$ cat src/rtl/gals_pkg.sv
// gals_pkg: shared types and constants for the GALS producer/FIFO/consumer set.
// Holds the FSM state encoding, pattern mode codes, LFSR taps and the word width.
package gals_pkg;

  localparam int DATA_W = 16;

  // x^16 + x^14 + x^13 + x^11 + 1, as taps on bits 15, 13, 12, 10
  localparam logic [DATA_W-1:0] LFSR_TAPS = 16'hB400;

  localparam logic PAT_INC  = 1'b0;
  localparam logic PAT_LFSR = 1'b1;

  typedef enum logic [1:0] {
    IDLE,
    SEND,
    GAP,
    DONE
  } state_t;

  function automatic logic [DATA_W-1:0] lfsr_next(
    input logic [DATA_W-1:0] p
  );
    return {p[DATA_W-2:0], ^(p & LFSR_TAPS)};
  endfunction

endpackage

$ cat src/rtl/gals_stream_producer_if.sv
// gals_stream_producer_if: write-side link between producer and FIFO.
// master drives data_1/data_1_en and reads buffer_full; slave is the FIFO side.
interface gals_stream_producer_if;
  import gals_pkg::*;

  logic [DATA_W-1:0] data_1;
  logic              data_1_en;
  logic              buffer_full;

  modport master (
    output data_1,
    output data_1_en,
    input  buffer_full
  );

  modport slave (
    input  data_1,
    input  data_1_en,
    output buffer_full
  );

endinterface

$ cat src/rtl/gals_pattern_gen.sv
// gals_pattern_gen: pattern register for the stream producer.
// Ports: clock, reset, load (reseed), advance (step), mode (0 inc, 1 LFSR), word.
module gals_pattern_gen
  import gals_pkg::*;
#(
  parameter logic [DATA_W-1:0] SEED = 16'h0001
) (
  input  logic              clock,
  input  logic              reset,
  input  logic              load,
  input  logic              advance,
  input  logic              mode,
  output logic [DATA_W-1:0] word
);

  // An all-zero LFSR would lock up, so LFSR mode never seeds with zero.
  localparam logic [DATA_W-1:0] LFSR_SEED =
    (SEED == '0) ? 16'h0001 : SEED;

  logic [DATA_W-1:0] seed_val;
  logic [DATA_W-1:0] step_val;

  always_comb begin
    seed_val = SEED;
    step_val = word + 1'b1;
    if (mode == PAT_LFSR) begin
      seed_val = LFSR_SEED;
      step_val = lfsr_next(word);
    end
  end

  always_ff @(posedge clock) begin
    if (reset) begin
      word <= SEED;
    end else if (load) begin
      word <= seed_val;
    end else if (advance) begin
      word <= step_val;
    end
  end

endmodule

$ cat src/rtl/gals_stream_producer.sv
// gals_stream_producer: burst word source for the write side of the GALS FIFO.
// Ports: clock, reset, start/mode/word_count/gap (burst setup), fifo (data_1,
//   data_1_en out, buffer_full in), busy, done, sent_count, checksum.
module gals_stream_producer
  import gals_pkg::*;
#(
  parameter int                CNT_W = 8,
  parameter int                GAP_W = 4,
  parameter logic [DATA_W-1:0] SEED  = 16'h0001
) (
  input  logic                          clock,
  input  logic                          reset,
  input  logic                          start,
  input  logic                          mode,
  input  logic [CNT_W-1:0]              word_count,
  input  logic [GAP_W-1:0]              gap,
  gals_stream_producer_if.master        fifo,
  output logic                          busy,
  output logic                          done,
  output logic [CNT_W-1:0]              sent_count,
  output logic [DATA_W-1:0]             checksum
);

  state_t state;
  state_t state_nx;

  logic [CNT_W-1:0]  target;
  logic [GAP_W-1:0]  gap_r;
  logic              mode_r;
  logic [GAP_W-1:0]  gap_cnt;
  logic [CNT_W-1:0]  sent_inc;
  logic [DATA_W-1:0] pat;
  logic              emit;
  logic              load;
  logic              to_gap;
  logic              pat_mode;

  // Combinational so the FIFO sees a strobe gated by its same-cycle full flag.
  assign emit     = (state == SEND) && !fifo.buffer_full;
  assign sent_inc = sent_count + 1'b1;

  // The reseed happens in the start cycle, before mode_r holds the new mode.
  assign pat_mode = (state == IDLE) ? mode : mode_r;

  always_comb begin
    state_nx = state;
    load     = 1'b0;
    to_gap   = 1'b0;
    unique case (state)
      IDLE: begin
        if (start) begin
          load     = 1'b1;
          state_nx = (word_count == '0) ? DONE : SEND;
        end
      end
      SEND: begin
        if (emit) begin
          if (sent_inc == target) begin
            state_nx = DONE;
          end else if (gap_r != '0) begin
            state_nx = GAP;
            to_gap   = 1'b1;
          end
        end
      end
      GAP: begin
        if (gap_cnt == GAP_W'(1)) begin
          state_nx = SEND;
        end
      end
      DONE: begin
        state_nx = IDLE;
      end
      default: begin
        state_nx = IDLE;
      end
    endcase
  end

  always_ff @(posedge clock) begin
    if (reset) begin
      state <= IDLE;
    end else begin
      state <= state_nx;
    end
  end

  always_ff @(posedge clock) begin
    if (reset) begin
      target     <= '0;
      gap_r      <= '0;
      mode_r     <= PAT_INC;
      gap_cnt    <= '0;
      sent_count <= '0;
      checksum   <= '0;
    end else begin
      if (load) begin
        target     <= word_count;
        gap_r      <= gap;
        mode_r     <= mode;
        sent_count <= '0;
        checksum   <= '0;
      end
      if (emit) begin
        sent_count <= sent_inc;
        checksum   <= checksum ^ pat;
      end
      if (to_gap) begin
        gap_cnt <= gap_r;
      end else if (state == GAP) begin
        gap_cnt <= gap_cnt - 1'b1;
      end
    end
  end

  gals_pattern_gen #(
    .SEED (SEED)
  ) u_pat (
    .clock   (clock),
    .reset   (reset),
    .load    (load),
    .advance (emit),
    .mode    (pat_mode),
    .word    (pat)
  );

  assign fifo.data_1    = pat;
  assign fifo.data_1_en = emit;
  assign busy           = (state == SEND) || (state == GAP);
  assign done           = (state == DONE);

endmodule

$ cat src/flat_wrapper.sv
// flat-port wrapper written by rule: the top's interface ports become plain ports
module gals_stream_producer_flat import gals_pkg::*;
#(
  parameter int                CNT_W = 8,
  parameter int                GAP_W = 4,
  parameter logic [DATA_W-1:0] SEED  = 16'h0001
)
  (clock, reset, start, mode, word_count, gap, busy, done, sent_count, checksum, fifo_data_1, fifo_data_1_en, fifo_buffer_full);
  gals_stream_producer_if fifo_i ();
  input  logic clock;
  input  logic reset;
  input  logic start;
  input  logic mode;
  input  logic [CNT_W-1:0] word_count;
  input  logic [GAP_W-1:0] gap;
  output logic busy;
  output logic done;
  output logic [CNT_W-1:0] sent_count;
  output logic [DATA_W-1:0] checksum;
  output wire logic [$bits(fifo_i.data_1)-1:0] fifo_data_1;
  output wire logic [$bits(fifo_i.data_1_en)-1:0] fifo_data_1_en;
  input wire logic [$bits(fifo_i.buffer_full)-1:0] fifo_buffer_full;
  assign fifo_data_1 = fifo_i.data_1;
  assign fifo_data_1_en = fifo_i.data_1_en;
  assign fifo_i.buffer_full = fifo_buffer_full;
  gals_stream_producer #(.CNT_W(CNT_W), .GAP_W(GAP_W), .SEED(SEED)) u_core (.clock(clock), .reset(reset), .start(start), .mode(mode), .word_count(word_count), .gap(gap), .fifo(fifo_i), .busy(busy), .done(done), .sent_count(sent_count), .checksum(checksum));
endmodule
$ cat config.mk
export PLATFORM = sky130hd
export DESIGN_NAME = gals_stream_producer_flat
export DESIGN_NICKNAME = d
export VERILOG_FILES = /design/src/rtl/gals_pkg.sv /design/src/rtl/gals_stream_producer_if.sv /design/src/rtl/gals_pattern_gen.sv /design/src/rtl/gals_stream_producer.sv /design/src/flat_wrapper.sv
export SDC_FILE = /design/constraint.sdc
export NUM_CORES = 1
export LEC_CHECK = 0
export ABC_AREA = 1
export CORE_MARGIN = 1
export CORE_UTILIZATION = 33
export CTS_CLUSTER_SIZE = 28
export DETAILED_ROUTE_END_ITERATION = 8
export RECOVER_POWER = 100
export SYNTH_ARGS = -nofsm -noshare
export SYNTH_HDL_FRONTEND = slang
export SYNTH_SLANG_ARGS = --single-unit
$ cat constraint.sdc
create_clock -name clock -period 5.29 [get_ports clock]
set_input_delay 1.058 -clock clock [delete_from_list [all_inputs] [get_ports clock]]
set_output_delay 1.058 -clock clock [all_outputs]
set_load 0.005 [all_outputs]
Run 1, M3 wires:
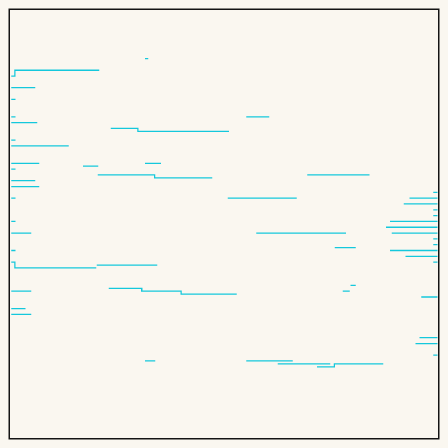
The wires run mostly horizontal. The layer holds 4.8% of the routed length. 47 nets have wire on it. The layer carries 397 um of wire.

Run 1, routing congestion map:
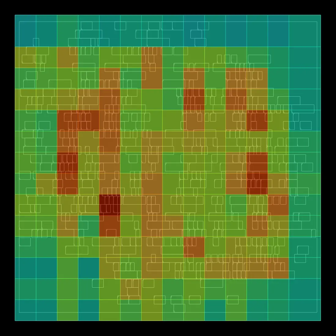
gr busiest metal: met2
WL/cell: 12.6 um
met3 GRT Util: 0.0411

==> results.tsv, run 1 <==
stage	metric	value	unit
critical_path	Reg2Reg Launch Point	u_core.state[1]	
critical_path	worst r2r path cells	10	
placement	area post-placement	3890	um2
layout	Comb gate area	1650	um2
layout	Repair and plain buffers	60	
timing	period utilization	0.763	
logic_synthesis	post-synthesis simple-gate area fraction	0.290	
grt	largest net degree at the start of global routing	24	
timing	TNS Setup	0	ps
power_and_ir_drop	Biggest consumer	registers	
power_and_ir_drop	Sw Ratio	0.363	
critical_path	crit-path max cell delay	680	ps
power_and_ir_drop	Clk network pwr share	0.283	
grt	met2 usage	0.292	
logic_synthesis	yosys synthesis chip area	3180	um2
drt	WL met2	3830	um
layout	Final Cell Area	4040	um2
logic_synthesis	mapped cell area	3180	um2
power_and_ir_drop	Worst VDD drop	126	uV
timing	max-slew violations	0	
logic_synthesis	synthesis warning total	0	
layout	# nets final	550	
logic_synthesis	Avg Inst Size Synth	6.85	um2
power_and_ir_drop	seq pwr	543	uW
critical_path	CP top delay family	buffers and inverters	
timing	Worst Tran Pin Value	1190	ps
critical_path	FF-to-FF setup slack	1960	ps
layout	clock-cell share of area	0.0443	
layout	Filler Cell Count	983	
timing	Rel. slew slack	0.207	
die	Die X	100	um
drt	M1 WL	3920	um
drt	Vias	3167	
outcome	outcome	finished clean	
clocking	clk buf depth	2	
timing	Setup violations, final	0	
layout	flop share of the area	0.293	
critical_path	worst-path fanout max	10	
placement	IO Port Bufs	59	
logic_synthesis	number of flops mapped to enable cells by yosys	0	
logic_synthesis	Complex Gates by Area	0.184	
die	Die Ht	100	um
grt	vias in the first global route	3000	
logic_synthesis	syn nets	490	
drt	Pre-antenna DRT Iters	4	
placement	routability cong.	0.815	
layout	registers	59	
placement	Post-Place Cells	642	
logic_synthesis	XOR/XNOR share of the synthesized area	0.0193	
layout	Final Non-Filler Cells	657	
critical_path	nature of the critical path startpoint	primary input	
placement	HPWL after DPL	5950	um
logic_synthesis	Synth top cell by count	nand2_1	
power_and_ir_drop	Internal	852	uW
logic_synthesis	top cells by count	nand2_1 (94), inv_1 (68), dfxtp_1 (59), a21oi_1 (49), o21ai_0 (41)	
timing	fmax	248	MHz
power_and_ir_drop	Psw	485	uW
layout	Non-clock buffers, area share	0.147	
logic_synthesis	Synth top area share	0.372	
flow_run	tally of OpenROAD warnings	30	
hold_path	Cells on Worst Hold Path	2	
grt	grt met1 use	0.217	
layout	Logic Gate Count	323	
critical_path	worst path cell trace	dlygate4sd3_1 -> nor2_1 -> dlygate4sd3_1	
layout	Final Core Density	0.435	
clocking	CTS Buf Count	9	
hold_path	HP Class	reg -> reg	
placement	worst slack, placed	1790	ps
die	Die ar.	10000	um2
logic_synthesis	Synth Area in Adders	0.0354	
clocking	worst skew pair latency	340	ps
layout	# clk buffers	13	
critical_path	CP Buf/Inv Count	2	
layout	Reg area	1180	um2
power_and_ir_drop	combinational power share	0.311	
logic_synthesis	Async S/R FF share, synth	0	
layout	number of antenna diodes	0	
logic_synthesis	Synth Seq Share	0.372	
critical_path	arrival time at the worst endpoint	2980	ps
logic_synthesis	mux cell area share after synthesis	0	
logic_synthesis	Synth flops	59	
power_and_ir_drop	Reg power frac	0.406	
drt	ANT nets after route	0	
drt	Initial DRC Count	104	
clocking	clock sink count	59	
layout	logic gate fraction of the total cell area	0.410	
clocking	Max H-tree Level	3	
power_and_ir_drop	Pleak	1.65	nW
critical_path	CP startpoint	fifo_buffer_full	
clocking	CTS resizes	0	
clocking	Setup Buffers After CTS	0	
hold_path	min-delay src	u_core.checksum[6]	
Run 1, placed cells, one color a class:
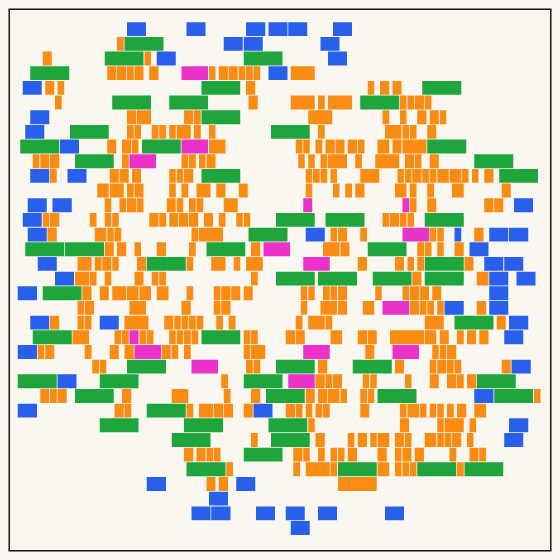
Magenta is clock drivers and dummy loads, cells 15. Green is registers, cells 59. Orange is remaining logic cells, cells 394. Blue is remaining buffers and delay cells, cells 60.
Core Area: 9280 um2
Site Rows: 35

==> run 1 -> run 2 <==
==> constraint.sdc (replaced) <==
create_clock -name clock -period 3.4 [get_ports clock]
set_input_delay 0.68 -clock clock [delete_from_list [all_inputs] [get_ports clock]]
set_output_delay 0.68 -clock clock [all_outputs]
set_load 0.005 [all_outputs]
Run 2, signal wires on met2:
Cells faint in the background.
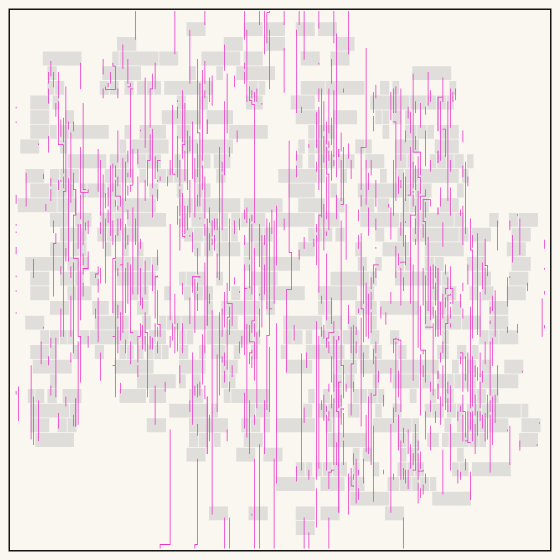
The longest straight run is 37.7 um. 456 nets have wire on it. The layer holds 47% of the routed length. The wires run mostly vertical.
Vias: 3223
Post-Route WL: 8530 um
met2 usage: 0.305

Run 2, met1 routing:
Scale bar: 20 um. Supply wires on this layer in gray.
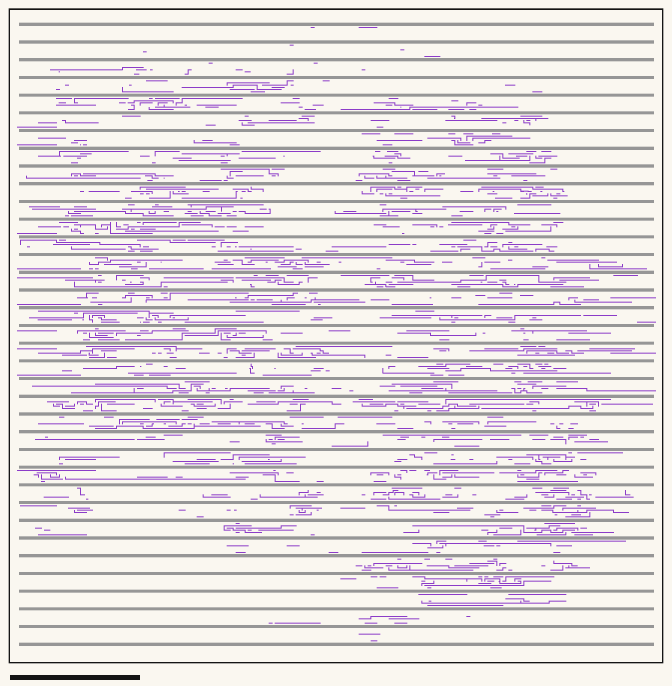
506 nets have wire on it. The layer carries 3780 um of wire.
grt met1 use: 0.213

==> run 2 against run 1 <==
Non-clock buffer count up 3. Worst hold slack worse by 3.8 ps. Die size unchanged. Design area unchanged. Combinational power up 57%. Critical endpoint unchanged.
==> results.tsv, run 2 <==
stage	metric	value	unit
outcome	outcome	finished clean	
logic_synthesis	yosys synthesis chip area	3180	um2
layout	largest cell class by area	multi-input combinational cells	
die	FP Core Util	0.342	
clocking	clock sink count	59	
power_and_ir_drop	Internal	1.31	mW
layout	logic gate fraction of the total cell area	0.407	
logic_synthesis	top cells by count	nand2_1 (94), inv_1 (68), dfxtp_1 (59), a21oi_1 (49), o21ai_0 (41)	
clocking	clk buf depth	2	
critical_path	crit path kind	in -> out	
layout	Repair and plain buffers	63	
drt	WL/cell	12.9	um
layout	number of antenna diodes	0	
power_and_ir_drop	Sw Ratio	0.365	
grt	met3 GRT Util	0.0529	
layout	# nets final	553	
power_and_ir_drop	Psw	749	uW
layout	Comb gate area	1640	um2
layout	Final Non-Filler Cells	659	
layout	# clk buffers	11	
hold_path	Worst Hold Path EP	u_core.checksum[12]	
logic_synthesis	post-synthesis simple-gate area fraction	0.290	
layout	Top cell excl fill/tap	nand2_1	
critical_path	FF-to-FF setup slack	770	ps
power_and_ir_drop	Reg power frac	0.410	
timing	fmax	347	MHz
timing	Setup violations, final	0	
timing	Rel. slew slack	0.559	
logic_synthesis	Avg Inst Size Synth	6.85	um2
critical_path	reg2reg end	u_core.u_pat.word[7]	
power_and_ir_drop	Clk network pwr share	0.273	
critical_path	arrival time at the worst endpoint	2200	ps
clocking	Max H-tree Level	3	
logic_synthesis	Synth Area in Adders	0.0354	
critical_path	critical path capture point type	primary output	
logic_synthesis	Synth Seq Share	0.372	
logic_synthesis	synthesis warning total	0	
logic_synthesis	Complex Gates by Area	0.184	
clocking	Hold Buf Count CTS	0	
power_and_ir_drop	total power draw	2.05	mW
die	Die ar.	10000	um2
drt	via/cell ratio	4.89	
timing	TNS Setup	0	ps
critical_path	worst r2r path cells	11	
grt	largest net degree at the start of global routing	24	
die	Core Area	9280	um2
critical_path	worst-path fanout max	9	
layout	Logic Gate Count	323	
clocking	CTS Buf Count	9	
grt	gr busiest metal	met2	
logic_synthesis	Synth top area share	0.372	
logic_synthesis	largest area contributor in the netlist	dfxtp_1	
critical_path	nature of the critical path startpoint	primary input	
critical_path	Critical Path Most Common Cell	dlygate4sd3_1	
timing	unrepaired setup endpoints after global routing	no	
logic_synthesis	syn nets	490	
logic_synthesis	mux cell area share after synthesis	0	
logic_synthesis	XOR/XNOR share of the synthesized area	0.0193	
timing	final worst path period need	2880	ps
drt	Initial DRC Count	95	
layout	top flop regs	u_core.checksum (16), u_core.u_pat.word (16)	
layout	Inverters, non-clock	71	
die	Site Rows	35	
clocking	worst skew pair latency	330	ps
clocking	TritonCTS clock tree	done	
layout	Final Cell Area	4040	um2
drt	WL met2	4030	um
power_and_ir_drop	seq pwr	841	uW
logic_synthesis	Synth flops	59	
power_and_ir_drop	Pleak	1.66	nW
logic_synthesis	mapped cell area	3180	um2
logic_synthesis	Async S/R FF share, synth	0	
layout	flop share of the area	0.293	
logic_synthesis	number of flops mapped to enable cells by yosys	0	
layout	clock-cell share of area	0.0412	
critical_path	CP top delay family	buffers and inverters	
drt	top layer in use	met4	
critical_path	CP startpoint	fifo_buffer_full	
layout	layout cells sized above 1	0.0604	
layout	registers	59	
placement	routability cong.	0.810	
flow_run	number of max-cap violations	0	
drt	ANT nets after route	0	
timing	period utilization	0.846	
layout	Reg area	1180	um2
timing	max-slew violations	0	
timing	Final WS setup	522	ps
hold_path	min-delay src	u_core.checksum[12]	
placement	HPWL after DPL	6180	um
layout	Non-clock buffers, area share	0.153	
die	Die Ht	100	um
layout	Filler Cell Count	1017	
critical_path	Reg2Reg Launch Point	u_core.state[1]	
placement	area post-placement	3910	um2
critical_path	crit-path max cell delay	620	ps
drt	met3 wire len	507	um
critical_path	worst path cell trace	dlygate4sd3_1 -> nor2_4 -> dlygate4sd3_1	
logic_synthesis	ys flop type	dfxtp_1	
grt	vias in the first global route	3179	
power_and_ir_drop	Comb power	651	uW
clocking	CTS resizes	0	
drt	M1 WL	3780	um
flow_run	tally of OpenROAD warnings	30	
placement	worst slack, placed	596	ps
hold_path	HP Class	reg -> reg	
power_and_ir_drop	Worst VDD drop	178	uV
logic_synthesis	Synth top cell by count	nand2_1	
layout	Final Core Density	0.435	
power_and_ir_drop	combinational power share	0.317	
drt	Pre-antenna DRT Iters	5	
critical_path	CP Buf/Inv Count	2	
hold_path	Cells on Worst Hold Path	2	
clocking	Setup Buffers After CTS	0	
power_and_ir_drop	Biggest consumer	registers	
die	n_taps	129	
placement	Post-Place Cells	645	
die	Die X	100	um
power_and_ir_drop	Clk. pwr	561	uW
placement	IO Port Bufs	59	
timing	Worst Tran Pin Value	662	ps
Power figures rest on the tool's default switching activity, not on a simulated workload.
